==> config.mk <==
export PLATFORM = sky130hd
export DESIGN_NAME = signal_sweep_ctrl
export DESIGN_NICKNAME = d
export VERILOG_FILES = /design/src/rtl/signal_sweep_ctrl_pkg.sv /design/src/rtl/signal_sweep_ctrl_sweep_coord_gen.sv /design/src/rtl/signal_sweep_ctrl.sv
export SDC_FILE = /design/constraint.sdc
export NUM_CORES = 1
export LEC_CHECK = 0
export ABC_AREA = 1
export CELL_PAD_IN_SITES_DETAIL_PLACEMENT = 0
export CELL_PAD_IN_SITES_GLOBAL_PLACEMENT = 1
export CORE_ASPECT_RATIO = 0.75
export CORE_UTILIZATION = 37
export DETAILED_ROUTE_END_ITERATION = 12
export GPL_ROUTABILITY_DRIVEN = 0
export PLACE_DENSITY = 0.88
export SLEW_MARGIN = 20
export SYNTH_ARGS = -nofsm -noshare
export SYNTH_HDL_FRONTEND = slang
export SYNTH_SLANG_ARGS = --single-unit
==> constraint.sdc <==
create_clock -name Clk -period 6.5 [get_ports Clk]
set_clock_uncertainty 0.2 [all_clocks]
set_input_delay 0.65 -clock Clk [delete_from_list [all_inputs] [get_ports Clk]]
set_output_delay 0.65 -clock Clk [all_outputs]
set_load 0.01 [all_outputs]
Run 1, I/O nets highlighted:
(3 px per um)
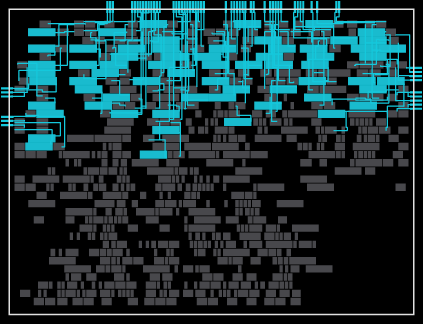
Cyan stands for dp_surround, bits 64, direction output, end cells 64, buffers 64, wire 2,120 um.
Top Ports: 163
I/O Buffers: 162

Run 1, placement by cell class:
(3 px per um) Fill, decap, tap and diode cells in grey.
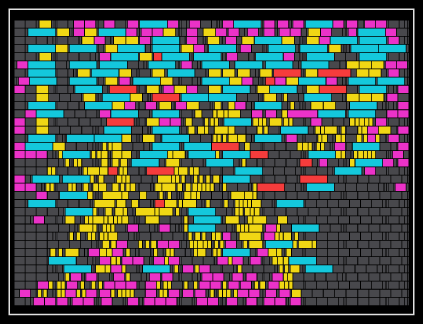
Yellow stands for all other logic, cells 361. Cyan stands for flops, cells 102. Red stands for clock drivers and dummy loads, cells 16. Magenta stands for other buffers and delay cells, cells 167.
Seq/total area: 36.3%
CORE AREA: 12,500 um^2
cell area after layout: 7020 um^2
Row Count: 35

Run 1, clock distribution:
(4 px per um)
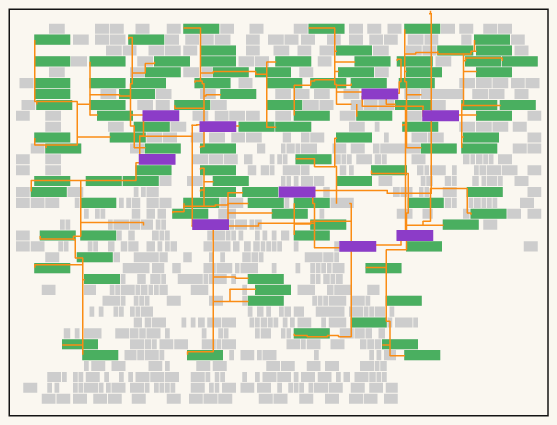
Green stands for flip-flops, count 102. Orange stands for clock wires, length 1,180 um. Purple stands for cells driving clock nets, count 9.
There are 10 routed clock nets.
Latency at later pin: 340 ps
Clk pwr share: 40.7%
clock group power: 0.000560 W

==> flow_metrics.env, run 1 <==
# flow metrics
export IMPL_outcome="finished, final reports clean"
export IMPL_crit_top_cell="nor2_1"
export IMPL_worstPathMaxFanout=12
export IMPL_crit_required_ps=5650
export IMPL_final_cell_mix="161 x clkdlybuf4s50_1, 107 x nand2_1, 102 x dfrtp_1"
export IMPL_postSynthAreaPerCell_um2=10.3
export IMPL_flop_cell="dfrtp_1"
export IMPL_antenna_left=0
export IMPL_cts_tree="built"
export IMPL_ys_cells=472
export IMPL_drv_cap=0
export IMPL_die_y_um=101
export IMPL_wl_met1_mm=6.21
export IMPL_hp_class="reg2reg"
export IMPL_yosys_top_cells_count="107 x nand2_1, 102 x dfrtp_1, 64 x mux2_2, 43 x inv_1, 32 x o21ai_0"
export IMPL_topCombFamilyByArea="simple AND/OR/NAND/NOR gates"
export IMPL_cts_buffer_depth=2
export IMPL_clk_pin_slew_worst_paths_ps=70
export IMPL_setup_tns_ps=0
export IMPL_report_final_hold_viol_count=0
export IMPL_hpwl_mm=9.96
export IMPL_worstMarginPinSlew_ps=1060
export IMPL_numSynthFlops=102
export IMPL_muxShareOfSynthArea_pct=14.8
export IMPL_netlist_instances=472
export IMPL_p_per_area_nw_per_um2=196
export IMPL_ir_drop_v=0.000124
export IMPL_max_slew_margin_pct=28.9
export IMPL_syn_to_final_growth_pct=44.5
export IMPL_cts_buffers=9
export IMPL_grtUsageTotal_pct=19.9
export IMPL_async_flop_share_pct=100
export IMPL_synth_largest_type_area_fraction_pct=52.5
export IMPL_yosysUniqueCellTypes=35
export IMPL_mostFrequentLayoutCell="clkdlybuf4s50_1"
export IMPL_wl_met3_um=435
export IMPL_cp_arrival_ps=3960
export IMPL_cts_root_buf="clkbuf_16"
export IMPL_finalSetupViolations=0
export IMPL_cts_hold_buf=1
export IMPL_start_kind="register"
-- run 1: cell type report --
cell class / instances / share of cell area [%]
Clock buffer: 9 / 3.21
Sequential cell: 102 / 36.3
Inverter: 46 / 2.46
Tap cell: 166 / 2.96
Clock inverter: 7 / 1.30
Multi-Input combinational cell: 315 / 29.8
Timing Repair Buffer: 167 / 23.9
-- run 1: metrics by stage --
step	hold WS [ps]	utilization, %	worst slack, ps	cell area (um^2)	cells
6_report	240	56.1	1690	7020	812
5_1_grt	273	56.1	1280	7020	812
4_1_cts	241	55.9	1640	7000	811
3_5_place_dp	224	53.2	2040	6670	794
3_3_place_gp	210	53.2	2190	6670	794
2_1_floorplan	154	-	2860	4860	472
Run 1, met2 routing:
(4 px per um)
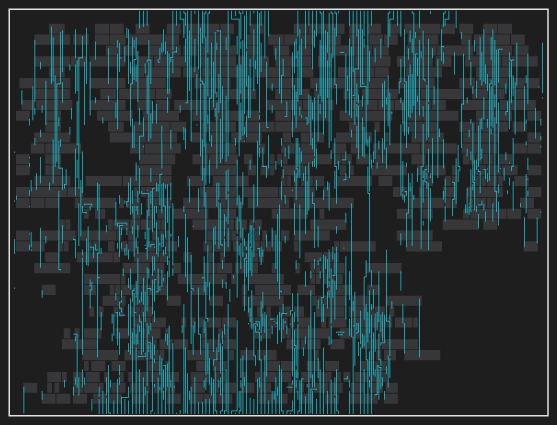

==> run 1 -> run 2 <==
--- a/config.mk
+++ b/config.mk
@@ -9,10 +9,10 @@
 export CELL_PAD_IN_SITES_DETAIL_PLACEMENT = 0
 export CELL_PAD_IN_SITES_GLOBAL_PLACEMENT = 1
 export CORE_ASPECT_RATIO = 0.75
-export CORE_UTILIZATION = 37
+export CORE_UTILIZATION = 31
 export DETAILED_ROUTE_END_ITERATION = 12
 export GPL_ROUTABILITY_DRIVEN = 0
-export PLACE_DENSITY = 0.88
+export PLACE_DENSITY = 0.79
 export SLEW_MARGIN = 20
 export SYNTH_ARGS = -nofsm -noshare
 export SYNTH_HDL_FRONTEND = slang
==> constraint.sdc (replaced) <==
create_clock -name Clk -period 4.2 [get_ports Clk]
set_clock_uncertainty 0.2 [all_clocks]
set_input_delay 0.42 -clock Clk [delete_from_list [all_inputs] [get_ports Clk]]
set_output_delay 0.42 -clock Clk [all_outputs]
set_load 0.01 [all_outputs]
Run 2, met2 routing:
(3 px per um)
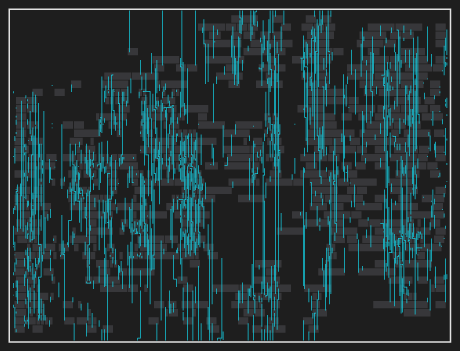
608 nets have wire on it. The longest straight run is 78.5 um. The layer holds 47% of the routed length. The wires run mostly vertical.
Post-Route WL: 12.9 mm
vias: 3,989

==> run 2 against run 1 <==
  * Register-to-register slack lost 2100 ps
  * Sequential power is 55% higher
  * Wire length is 1.6% lower
  * Setup slack worse by 1400 ps
  * Final cell count increased by 4.7%
  * Sequential share of layout area is 0.11 points lower
  * Die area up 19%
  * Count of clock-buffer cells in the layout did not move
  * Combinational power up about 50%
  * Cell area increased by 0.30%
  * Hold slack worse by 230 ps
  * Critical path type unchanged
  * Largest cell class unchanged
  * Largest power group unchanged
==> flow_metrics.env, run 2 <==
# flow metrics
export IMPL_outcome="finished, final reports clean"
export IMPL_logic_gate_count=315
export IMPL_nWellTaps=205
export IMPL_buffer_area_share_pct=23.3
export IMPL_n_all_buffers=166
export IMPL_cts_root_buf="clkbuf_16"
export IMPL_clk_power_w=0.000839
export IMPL_n_all_inverters=46
export IMPL_synth_largest_type_area_fraction_pct=52.5
export IMPL_die_y_um=110
export IMPL_hp_class="in2async"
export IMPL_final_cells=850
export IMPL_hpwl_mm=9.78
export IMPL_io_buffers=162
export IMPL_dp_cells=834
export IMPL_core_area_um2=15300
export IMPL_fin_util_pct=46.1
export IMPL_flops=102
export IMPL_ir_drop_v=0.000219
export IMPL_cp_arrival_ps=3300
export IMPL_clock_buffers=9
export IMPL_grtUsageTotal_pct=16.8
export IMPL_setup_ws_ps=279
export IMPL_mostFrequentLayoutCell="clkdlybuf4s50_1"
export IMPL_ys_cells=472
export IMPL_row_count=39
export IMPL_postPlaceCellArea_um2=6730
export IMPL_hold_slack_ps=9.09
export IMPL_setup_tns_ps=0
export IMPL_cts_hold_buf=0
export IMPL_max_slew_margin_pct=32.8
export IMPL_cts_buffer_depth=2
export IMPL_yosys_top_cells_count="107 x nand2_1, 102 x dfrtp_1, 64 x mux2_2, 43 x inv_1, 32 x o21ai_0"
export IMPL_finalSetupViolations=0
export IMPL_cts_buffers=9
export IMPL_ioPinCount=163
export IMPL_sh_comb_area_pct=29.8
export IMPL_async_flop_share_pct=100
export IMPL_pre_cts_ws_ps=221
export IMPL_flop_cell="dfrtp_1"
export IMPL_numSynthFlops=102
export IMPL_final_cell_mix="160 x clkdlybuf4s50_1, 107 x nand2_1, 102 x dfrtp_1"
export IMPL_dominant_cells="registers"
export IMPL_start_kind="register"
Run 2, I/O nets highlighted:
(2 px per um)
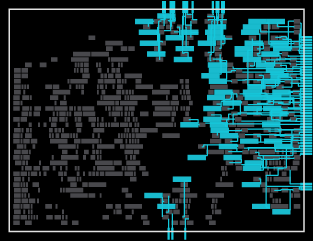
Cyan stands for dp_surround, bits 64, direction output, end cells 64, buffers 64, wire 1,840 um.

run 2: cell families after synthesis:
logic type                 after synthesis  synth area share [%]
buffers and inverters                   55                  4.38
DFF                                    102                  52.5
adders and majority gates               15                  4.02
xor gates and xnor gates                10                  1.80
muxes                                   64                  14.8
AOI/OAI and AO/OA                       49                  6.00
and+or+nand+nor                        177                  16.5
run 2: worst max-delay path, stage by stage, from the launching register on:
cell,delay [ps]
dfrtp_1,420
inv_1,140
ha_1,190
inv_1,50
ha_1,180
nor2_1,80
o21ai_0,80
nand2_1,60
inv_1,50
ha_1,210
fa_1,400
nand2_1,80
inv_1,60
nor2_1,100
nor2_1,70
nor2_1,80
nor2_1,40
nand2_1,50
nand2_1,100
nor2_4,130
nand2_2,70
nor2_1,140
clkbuf_2,170
Power figures rest on the tool's default switching activity, not on a simulated workload.
